[src/rtl/count_ctrl_if.sv]
// Button inputs and step outputs between count_ctrl and its surroundings.
// The btn_step signal exists only when COUNT_CTRL_STEP_EN is defined.
interface count_ctrl_if;
    logic btn_run;
    logic btn_swap;
`ifdef COUNT_CTRL_STEP_EN
    logic btn_step;
`endif
    logic enable;
    logic swap;
    logic running;

`ifdef COUNT_CTRL_STEP_EN
    modport master (output btn_run, btn_swap, btn_step, input enable, swap, running);
    modport slave  (input btn_run, btn_swap, btn_step, output enable, swap, running);
`else
    modport master (output btn_run, btn_swap, input enable, swap, running);
    modport slave  (input btn_run, btn_swap, output enable, swap, running);
`endif
endinterface

[src/rtl/count_ctrl.sv]
// Run/stop and swap controller for a downstream up/down counter: debounced buttons, prescaled enable.
// Optional single-step button and STEP state are built when COUNT_CTRL_STEP_EN is defined.
module count_ctrl #(
    parameter int DEBOUNCE_CYCLES = 4,
    parameter int PRESCALE        = 8
) (
    input  logic         clock,
    input  logic         reset,
    count_ctrl_if.slave  bus
);

`ifdef COUNT_CTRL_STEP_EN
    localparam int NB = 3;
`else
    localparam int NB = 2;
`endif
    localparam int PW = (PRESCALE > 1) ? $clog2(PRESCALE) : 1;

    // button index: 0 = run, 1 = swap, 2 = step
    logic [NB-1:0] raw;
    logic [NB-1:0] sync1;
    logic [NB-1:0] sync2;
    logic [NB-1:0] db;
    logic [NB-1:0] db_d;
    logic [NB-1:0] ev;
    logic [7:0]    db_cnt [NB];

`ifdef COUNT_CTRL_STEP_EN
    assign raw = {bus.btn_step, bus.btn_swap, bus.btn_run};
`else
    assign raw = {bus.btn_swap, bus.btn_run};
`endif

    always_ff @(posedge clock) begin
        if (reset) begin
            sync1 <= '0;
            sync2 <= '0;
            db    <= '0;
            db_d  <= '0;
            ev    <= '0;
            for (int i = 0; i < NB; i++) db_cnt[i] <= '0;
        end else begin
            sync1 <= raw;
            sync2 <= sync1;
            db_d  <= db;
            ev    <= db & ~db_d;
            // db follows sync2 only after it has disagreed for DEBOUNCE_CYCLES samples in a row
            for (int i = 0; i < NB; i++) begin
                if (sync2[i] == db[i]) begin
                    db_cnt[i] <= '0;
                end else if (db_cnt[i] == 8'(DEBOUNCE_CYCLES - 1)) begin
                    db[i]     <= sync2[i];
                    db_cnt[i] <= '0;
                end else begin
                    db_cnt[i] <= db_cnt[i] + 8'd1;
                end
            end
        end
    end

    logic ev_run;
    logic ev_swap;
    assign ev_run  = ev[0];
    assign ev_swap = ev[1];

`ifdef COUNT_CTRL_STEP_EN
    logic ev_step;
    assign ev_step = ev[2];
    typedef enum logic [1:0] {IDLE = 2'd0, RUN = 2'd1, STEP = 2'd2} state_t;
`else
    typedef enum logic [1:0] {IDLE = 2'd0, RUN = 2'd1} state_t;
`endif

    state_t        state;
    state_t        state_next;
    logic [PW-1:0] presc;
    logic [PW-1:0] presc_next;
    logic          pend;
    logic          pend_next;
    logic          gen;
    logic          enable_q;
    logic          swap_q;

    always_ff @(posedge clock) begin
        if (reset) begin
            state    <= IDLE;
            presc    <= '0;
            pend     <= 1'b0;
            enable_q <= 1'b0;
            swap_q   <= 1'b0;
        end else begin
            state    <= state_next;
            presc    <= presc_next;
            pend     <= pend_next;
            enable_q <= gen;
            swap_q   <= gen & pend;
        end
    end

    always_comb begin
        state_next = state;
        presc_next = '0;
        gen        = 1'b0;
        case (state)
            IDLE: begin
                if (ev_run) state_next = RUN;
`ifdef COUNT_CTRL_STEP_EN
                else if (ev_step) state_next = STEP;
`endif
            end
            RUN: begin
                // a stop request suppresses the pulse that would otherwise be generated now
                if (ev_run) begin
                    state_next = IDLE;
                end else begin
                    gen        = (presc == PW'(PRESCALE - 1));
                    presc_next = gen ? '0 : presc + PW'(1);
                end
            end
`ifdef COUNT_CTRL_STEP_EN
            STEP: begin
                gen        = 1'b1;
                state_next = IDLE;
            end
`endif
            default: state_next = IDLE;
        endcase
        // a new swap request wins over the clear caused by the pulse that consumes the old one
        pend_next = ev_swap | (pend & ~gen);
    end

    assign bus.enable  = enable_q;
    assign bus.swap    = swap_q;
    assign bus.running = (state == RUN);

endmodule

[src/flat_wrapper.sv]
// flat-port wrapper written by rule: the top's interface ports become plain ports
module count_ctrl_flat 
#(
    parameter int DEBOUNCE_CYCLES = 4,
    parameter int PRESCALE        = 8
)
  (clock, reset, bus_btn_run, bus_btn_swap, bus_enable, bus_swap, bus_running);
  count_ctrl_if bus_i ();
  input  logic clock;
  input  logic reset;
  input wire logic [$bits(bus_i.btn_run)-1:0] bus_btn_run;
  input wire logic [$bits(bus_i.btn_swap)-1:0] bus_btn_swap;
  output wire logic [$bits(bus_i.enable)-1:0] bus_enable;
  output wire logic [$bits(bus_i.swap)-1:0] bus_swap;
  output wire logic [$bits(bus_i.running)-1:0] bus_running;
  assign bus_i.btn_run = bus_btn_run;
  assign bus_i.btn_swap = bus_btn_swap;
  assign bus_enable = bus_i.enable;
  assign bus_swap = bus_i.swap;
  assign bus_running = bus_i.running;
  count_ctrl #(.DEBOUNCE_CYCLES(DEBOUNCE_CYCLES), .PRESCALE(PRESCALE)) u_core (.clock(clock), .reset(reset), .bus(bus_i));
endmodule
[config.mk]
export PLATFORM = sky130hd
export DESIGN_NAME = count_ctrl_flat
export DESIGN_NICKNAME = d
export VERILOG_FILES = /design/src/rtl/count_ctrl_if.sv /design/src/rtl/count_ctrl.sv /design/src/flat_wrapper.sv
export SDC_FILE = /design/constraint.sdc
export NUM_CORES = 1
export LEC_CHECK = 0
export CAP_MARGIN = 10
export CELL_PAD_IN_SITES_DETAIL_PLACEMENT = 1
export CELL_PAD_IN_SITES_GLOBAL_PLACEMENT = 1
export CORE_MARGIN = 4
export CORE_UTILIZATION = 44
export CTS_BUF_LIST = sky130_fd_sc_hd__clkbuf_4
export CTS_CLUSTER_DIAMETER = 30
export CTS_CLUSTER_SIZE = 30
export DETAILED_ROUTE_END_ITERATION = 7
export GPL_TIMING_DRIVEN = 0
export PLACE_DENSITY = 0.74
export SLEW_MARGIN = 20
export SYNTH_ARGS = -nofsm -noshare
export SYNTH_HDL_FRONTEND = slang
export SYNTH_SLANG_ARGS = --single-unit
[constraint.sdc]
create_clock -name clock -period 1.7 [get_ports clock]
set_clock_uncertainty 0.05 [all_clocks]
set_input_delay 0.34 -clock clock [delete_from_list [all_inputs] [get_ports clock]]
set_output_delay 0.34 -clock clock [all_outputs]
set_load 0.01 [all_outputs]
**Nets reached from selected ports**

The bar under the picture is 20 um long.
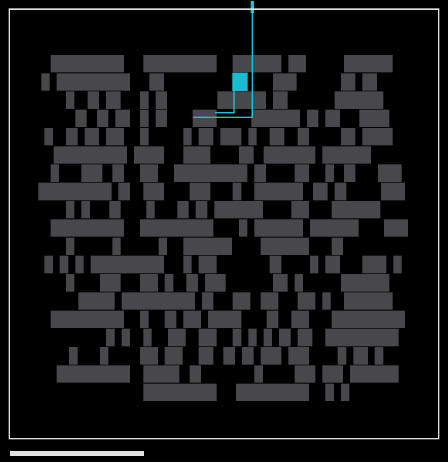
Cyan marks bus_btn_run, bits 1, direction input, edge top, end cells 1, buffers 1, wire 32.1 um.
number of buffer cells added on primary ports: 6
number of placed I/O pins: 7

==> results.txt <==
The flow run is done. Of the combinational cells, the family taking the most area is simple AND/OR/NAND/NOR gates. Number of synthesized flops with an enable pin landed at 16. Area growth from synthesis to layout landed at 18.94%. Logic depth of the worst path, buffers included landed at 5.

Per the final layout report, the fraction of cells sized above drive strength 1 comes to 0.1321. Per report_power, the top consumer among the power groups is registers. Among all cell types in the netlist, the one instantiated most often is dfxtp_1. Fraction of area in multi-input gates landed at 0.3646. Sequential power for this build is a little under 0.9 mW. Per the synth stats, the flop cell with the highest instance count is dfxtp_1.

The launch point of the worst min-delay path is recorded as u_core.db_d[0]. Total length of routed wires landed at 2659 um. Per the synthesis report, the adder-cell share of the synthesized area is 0.03660. The kind of cell with the highest combined delay along the critical path is simple AND/OR/NAND/NOR gates. The floorplan step set the die height to 63.75 um. The report lists the number of cells resized after CTS as 3.

Of all cell types, the one taking the most synthesized area is edfxtp_1. Portion of total power attributed to sequential cells landed at 0.627. Multiplexer fraction of the synthesized cell area landed at 0. Via count of the first global-routing pass landed at 1059.

In this run the number of H-tree levels came out at 2. Dividing the detail-routed wire length by the instance count gives 13.99 um. Post-detailed-route count of antenna-violating nets landed at 0. Register bit total from synthesis landed at 33. Post-CTS repair timing setup buffer count landed at 4. STA classifies the critical path endpoint as a flip-flop. The path with the worst hold slack has its endpoint at u_core.ev[0].

Simple-gate share of the synthesized area landed at 0.2031. Area figure in the yosys stat output landed at 0.001368 mm2. Entering global routing, the biggest net connects 11 pins. Counting I/O delays and the setup requirement, the final critical path takes ~1.7 ns.

Number of nets in the finished design landed at 166. The critical path's slowest stage uses the library cell or4b_4. Worst-case setup margin in the final layout landed at -0.01964 ns. The power report lists cell-internal power as 1.075 mW.

The power report attributes to the combinational group a share of 0.048. Remaining global-route overflow landed at 0. Non-clock buffer total of the final layout landed at 11. The layout report lists the combined flip-flop and latch area as 822.0 um2. The worst setup path is launched from a flip-flop. STA reports the tightest min-delay check as being of type reg2reg. Overall chip area landed at 0.004064 mm2.

The number of antenna violations at the first check in global routing is 0. Clock network power landed at ~0.45 mW. The timing report gives the biggest stage delay along the critical path as 0.46 ns. Total routing resource utilization after global routing landed at 0.1523.

Weighted congestion at the end of routability-driven global placement landed at 0.8313. No sink is reached through more buffers than the 2 on the longest clock path. Of the total power, the clock network draws 0.325. The report lists the power per cell area as 856.9 mW/mm2.

Largest fanout of any net on the critical path landed at 6. Synthesis instantiated 27 different standard cells from the library. Pins over their slew limit in the final report were tallied at 0. Leaving out the clock tree, the finished layout contains an inverter count of 6. Peak supply drop landed at 0.4227 mV. According to the timing report, the critical path is launched from u_core.db_cnt[1][1]. The flow ran to the end, but the final reports show violations. The later pin in the worst-skew pair is clocked with a latency of 0.33 ns. By area the synthesized netlist is led by edfxtp_1 35%, dfxtp_1 25%, a21oi_1 3.7%.

The checks that failed: setup timing. Counting endpoints that fail hold in the final report gives 0. Leaving out filler cells and counting taps, the final layout contains around 190. TritonCTS built the clock tree. The class occupying the most area after layout is reported as sequential cells. First-pass iteration count of the detailed router landed at 4.

Setup total negative slack landed at -0.08656 ns. Register-to-register setup slack landed at -0.02 ns. Max-capacitance violation count landed at 0. Worst hold slack after final layout landed at 0.3417 ns. Worst-case reg-to-reg path depth landed at 5. Number of sequential storage elements landed at 33.

Placeable core region landed at 0.002853 mm2. CTS buffer count landed at 5. Counting flops with an async set or reset pin after synthesis yields a share of 0. The switching component of the power was reported as 0.3192 mW. Data on the critical path is required at its endpoint by 1.74 ns. Following the worst setup path forward leads to its endpoint at u_core.db_cnt[1][7].

Layout clock buffer count landed at 7. The synthesis run shows the most used standard cells to be 17 x dfxtp_1, 16 x edfxtp_1, 12 x nor2_1. Mean instance size in the synthesized netlist landed at ~11 um2. The routed layout reports a DRC error count of 0.

In this run, post-CTS hold repair placed 0 buffers. The area fraction of the largest cell type after synthesis is 0.3513. According to the cell report, the number of logic gates is 101. Along the critical path, the tally of buffer and inverter instances is 1.

Overall power landed at ~1.4 mW. Worst slack at placement landed at -0.3395 ns. In the Yosys report the total cell count is 126. Number of fill cells landed at between 300 and 400. Final period utilization landed at 1.012. Cell depth of the worst hold path landed at 1. Per the CTS log, the root buffer master is clkbuf_4. The most common logic cells in the final layout are 16 x dfxtp_1, 16 x edfxtp_1, 16 x conb_1, 12 x nor2_1, 9 x a21oi_1. Summing over the stages, the warning tally comes to 29. Total inserted antenna cells landed at 0.

The script logs the ratio of routed vias to standard cells as 5.205. The die is 63.75 um wide. Non-clock buffering overhead in the final layout landed at 0.05769. Note, the detailed placer reported a final HPWL of 1892 um.

The flow inserted 31 tap cells. The final timing report counts setup violations totalling 6. Per the timing report, the most critical flop-to-flop path finishes at u_core.db_cnt[1][7]. The initial utilization of the core area, before any placement, comes to 0.4794.

Synthesis produced a netlist whose cell count is 126. In this run, the synthesized area fraction spent on xor and xnor cells is recorded as 0.05124. Per Yosys stat, the portion of area used by sequential elements is 0.6002.

The first global-routing pass estimated 4636 um of wire. Looking at the reg2reg group, the worst path starts from u_core.db_cnt[1][1]. The violation tally recorded at the end of detailed-routing iteration 0 is 9. Logic area landed at 593.1 um2.

AND-OR/OR-AND share of the synthesized area landed at 0.08692.
**Placement by cell class**

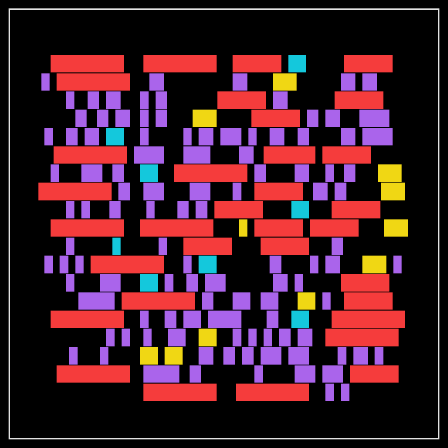
Red marks sequential cells, cells 33, share of their area 52%. Purple marks combinational and other logic, cells 107, share of their area 39%. Cyan marks clock drivers and dummy loads, cells 8, share of their area 3.5%. Yellow marks remaining buffers and delay cells, cells 11, share of their area 5.9%.
fraction of area in registers: 0.5054
final instance area: 0.001627 mm2
core occupancy in the finished layout: 0.5702
# rows: 19

-- state kept, by name (all words and copies together), names as in the netlist --
| name | count |
|---|---|
| u_core.state | 1 |
| u_core.db | 2 |
| u_core.presc | 3 |
| u_core.pend | 1 |
| u_core.db_d | 2 |
| u_core.bus.enable | 1 |
| u_core.db_cnt | 16 |
| u_core.sync2 | 2 |
| u_core.sync1 | 2 |
| u_core.bus.swap | 1 |
| u_core.ev | 2 |
-- layer usage --
layer,part of all wire,track usage,vias up
li1,-,-,494
met1,0.43,0.1639,477
met2,0.51,0.2581,12
met3,0.034,0.05429,6
met4,0.024,0.08895,0
met5,0,0,-
-- kinds of logic after synthesis --
group,after synthesis
other cells,1
buf+inv,7
fa+ha+maj,4
xor+xnor,8
simple gates,52
compound gates,21
flops,33
Power and IR drop assume default switching activity.
